### config.mk
export PLATFORM = sky130hd
export DESIGN_NAME = wb_arb_slot
export DESIGN_NICKNAME = d
export VERILOG_FILES = /design/src/rtl/wb_arb_pkg.sv /design/src/rtl/wb_arb_slot.sv
export SDC_FILE = /design/constraint.sdc
export NUM_CORES = 1
export LEC_CHECK = 0
export CAP_MARGIN = 20
export CORE_ASPECT_RATIO = 1.2
export CORE_MARGIN = 2
export CORE_UTILIZATION = 36
export DETAILED_ROUTE_END_ITERATION = 16
export GPL_ROUTABILITY_DRIVEN = 0
export PLACE_DENSITY = 0.76
export REMOVE_ABC_BUFFERS = 1
export SYNTH_ARGS = -nofsm -noshare
export SYNTH_HDL_FRONTEND = slang
export SYNTH_SLANG_ARGS = --single-unit
### constraint.sdc
create_clock -name clk -period 3.05 [get_ports clk]
set_input_delay 0.7625 -clock clk [delete_from_list [all_inputs] [get_ports clk]]
set_output_delay 0.7625 -clock clk [all_outputs]
set_load 0.01 [all_outputs]
### src/rtl/wb_arb_pkg.sv
// Shared constants, FSM state type and owner-selection helper for the
// two-requester wishbone command arbiter.
package wb_arb_pkg;

    localparam int CMD_W = 34;

    localparam logic [CMD_W-1:0] DEF_ERR_WORD = 34'h3_DEADBEEF;

    localparam logic FETCH = 1'b0;
    localparam logic DATA  = 1'b1;

    typedef enum logic [1:0] {
        IDLE     = 2'd0,
        ISSUE    = 2'd1,
        WAIT_RSP = 2'd2
    } arb_state_t;

    // Sole valid slot wins; a tie goes to the port that was not served last.
    function automatic logic pick_owner(input logic [1:0] valid, input logic rr_last);
        logic sel;
        if (valid == 2'b11) begin
            sel = ~rr_last;
        end else if (valid[DATA]) begin
            sel = DATA;
        end else begin
            sel = FETCH;
        end
        return sel;
    endfunction

endpackage

### src/rtl/wb_arb_slot.sv
// One-entry command slot: captures a strobed word while not busy and keeps
// the requester busy until its response has been delivered.
module wb_arb_slot
    import wb_arb_pkg::*;
(
    input  logic             clk,
    input  logic             reset,
    input  logic             stb,
    input  logic [CMD_W-1:0] word,
    input  logic             clear_valid,
    input  logic             release_busy,
    output logic             valid,
    output logic [CMD_W-1:0] held_word,
    output logic             busy
);

    logic             valid_r;
    logic             busy_r;
    logic [CMD_W-1:0] word_r;
    logic             capture_s;

    assign capture_s = stb & ~busy_r;

    // Capture, issue-clear and release of the slot; valid implies busy, so a
    // capture never coincides with a clear or a release.
    always_ff @(posedge clk or negedge reset) begin
        if (!reset) begin
            valid_r <= 1'b0;
            busy_r  <= 1'b0;
            word_r  <= {CMD_W{1'b0}};
        end else if (capture_s) begin
            valid_r <= 1'b1;
            busy_r  <= 1'b1;
            word_r  <= word;
        end else begin
            if (clear_valid) begin
                valid_r <= 1'b0;
            end
            if (release_busy) begin
                busy_r <= 1'b0;
            end
        end
    end

    assign valid     = valid_r;
    assign held_word = word_r;
    assign busy      = busy_r;

endmodule

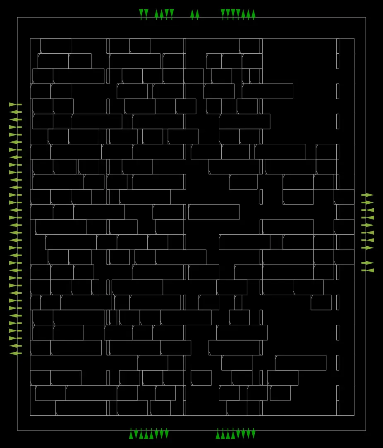
**Above:** run 1 (placed standard cells).
Filler Cells Inserted: 320
Core Region: 3970 sq um
Rows: 25

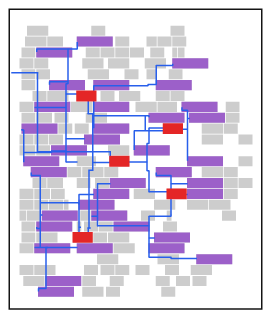
**Above:** run 1 (clock wires, drivers and flops).
Scale: 4 px per um.
- blue: clock wires (length 458 um)
- red: cells driving clock nets (count 5)
- purple: flip-flops (count 36)
- routed clock nets: 6
clk_lat worst skew: 280 ps
clock network fraction of total power: 21.4%
reported clock group power: 0.000343 W
worst-case clock skew: 2.71 ps

==> impl_metrics.json, run 1 <==
{
  "rsz0062_at_grt": "no",
  "stdcell_count": 213,
  "post-synth-top-count-cell": "dfrtp_1",
  "synth_area_leader_cell": "dfrtp_1",
  "grt_pass1_vias": 1112,
  "viasPerCell": 4.46,
  "critPathCaptureType": "primary output",
  "portBuffers": 74,
  "worst_slack_ps": 993,
  "path_buffers": 1,
  "synth_seq_share_pct": 60.4,
  "syn_to_final_growth_pct": 56.4,
  "numSynthFlops": 36,
  "r2r-end": "held_word[32]",
  "syn_area_per_cell_sq_um": 18.9,
  "antenna_left": 0,
  "dr_wl_met3_um": 281,
  "intPower_w": 0.00119,
  "buffer_area_share_pct": 32.2,
  "n_tap_cell": 54,
  "endpoint": "busy",
  "period_minus_slack_ps": 2060,
  "path_depth": 1,
  "max_cap_violations": 0,
  "antenna_found_initial": 0,
  "crit_start": "busy",
  "cts-resized-gates": 0,
  "synthCells": 79,
  "grt_max_degree": 37,
  "layout-drive-gt1-share_pct": 27.7,
  "outcome": "completed",
  "whs_path_depth": 1,
  "track_usage_pct": 15.5,
  "first_pass_iters": 2,
  "p_comb_w": 0.000587,
  "n_clock_buffer": 8,
  "fin_tns_setup_ps": 0,
  "crit_fanout": 4,
  "ys_top_logic_family": "multiplexers"
}
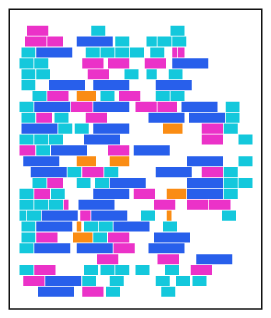
**Above:** run 1 (cells colored by class).
Scale: 4 px per um.
- orange: clock drivers and dummy loads (cells 8; share of their area 4.0%)
- cyan: other buffers and delay cells (cells 76; share of their area 33%)
- blue: flip-flops (cells 36; share of their area 40%)
- magenta: all other logic (cells 39; share of their area 23%)

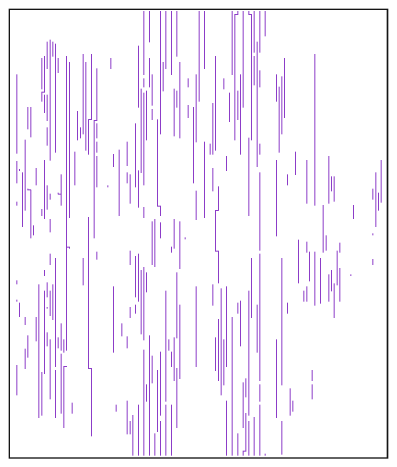
**Above:** run 1 (M2 wires).
Scale: 6 px per um.
- main direction: vertical
- nets with wire on the layer: 186
- share of all routed wire: 52%
- longest straight run: 49.0 um

==> run 2: changes to the inputs <==
==> constraint.sdc (replaced) <==
create_clock -name clk -period 2 [get_ports clk]
set_input_delay 0.5 -clock clk [delete_from_list [all_inputs] [get_ports clk]]
set_output_delay 0.5 -clock clk [all_outputs]
set_load 0.01 [all_outputs]
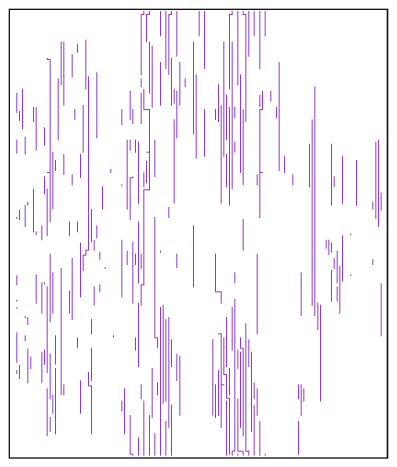
**Above:** run 2 (M2 wires).
Scale: 6 px per um.
- nets with wire on the layer: 185
- wire length on this layer: 1630 um
- main direction: vertical
- longest straight run: 38.1 um

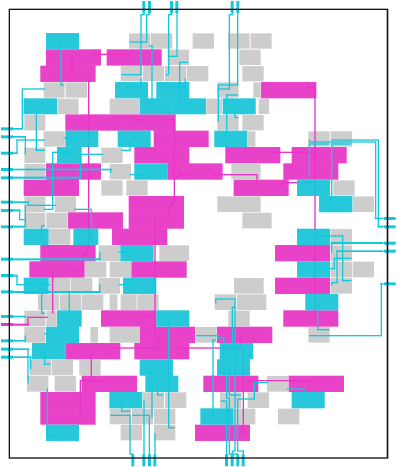
**Above:** run 2 (I/O nets highlighted).
Scale: 6 px per um.
- cyan: `word` (bits 34; direction input; end cells 34; buffers 34; wire 666 um)
- magenta: `reset` (bits 1; direction input; end cells 36; buffers 1; wire 239 um)
IO Pins: 75
number of buffers added on ports: 74

==> run 2 against run 1 <==
Against the previous run: register-to-register slack lost 940 ps; clock power grew 52%; power grew 52%.
==> impl_metrics.json, run 2 <==
{
  "num_rows": 25,
  "crit_start": "busy",
  "xor_area_share_pct": 0,
  "core_area_sq_um": 3970,
  "n_tap_cell": 54,
  "clockBufferDepth": 2,
  "numSynthFlops": 36,
  "clk_latency_ps": 280,
  "grt_pass1_vias": 1063,
  "ys_top_logic_family": "multiplexers",
  "layout-drive-gt1-share_pct": 27.7,
  "antenna_found_initial": 0,
  "synthCells": 79,
  "finalMaxSlewViolations": 0,
  "fill_cells": 318,
  "n_clock_buffer": 8,
  "first_pass_iters": 4,
  "p_comb_w": 0.000898,
  "cts-resized-gates": 0,
  "intPower_w": 0.00181,
  "path_depth": 1,
  "syn_area_per_cell_sq_um": 18.9,
  "synth_seq_share_pct": 60.4,
  "max_cap_violations": 0,
  "fin_skew_ps": 3.97,
  "post-synth-top-count-cell": "dfrtp_1",
  "period_minus_slack_ps": 1800,
  "synth-edff-count": 0,
  "rsz0062_at_grt": "no",
  "grt_pass1_wl_mm": 5.14,
  "yosysWarnings": 0,
  "critPathCaptureType": "primary output",
  "cp_cell_sequence": "clkdlybuf4s50_1",
  "track_usage_pct": 14.7,
  "grt_max_degree": 37,
  "crit_fanout": 4,
  "worst_slack_ps": 205,
  "outcome": "completed",
  "buffer_area_share_pct": 32.5,
  "clock_power_w": 0.000520,
  "path_buffers": 1,
  "cts_hold_buffers": 0,
  "clkPwrFrac_pct": 21.3,
  "die.size.y_um": 74.5,
  "dr_wl_met3_um": 259,
  "grt_overflow_total": 0,
  "viasPerCell": 4.43,
  "ff_type": "dfrtp_1",
  "endpoint": "busy",
  "synth_area_leader_cell": "dfrtp_1"
}
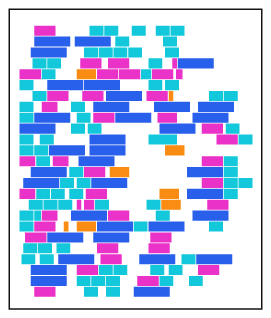
**Above:** run 2 (cells colored by class).
Scale: 4 px per um.
- orange: clock drivers and dummy loads (cells 8; share of their area 4.0%)
- blue: flip-flops (cells 36; share of their area 40%)
- cyan: other buffers and delay cells (cells 76; share of their area 33%)
- magenta: all other logic (cells 39; share of their area 23%)
Seq area share: 38.4%
final core utilization: 59.1%
Final Instance Area: 2350 sq um

Power and IR drop assume default switching activity.
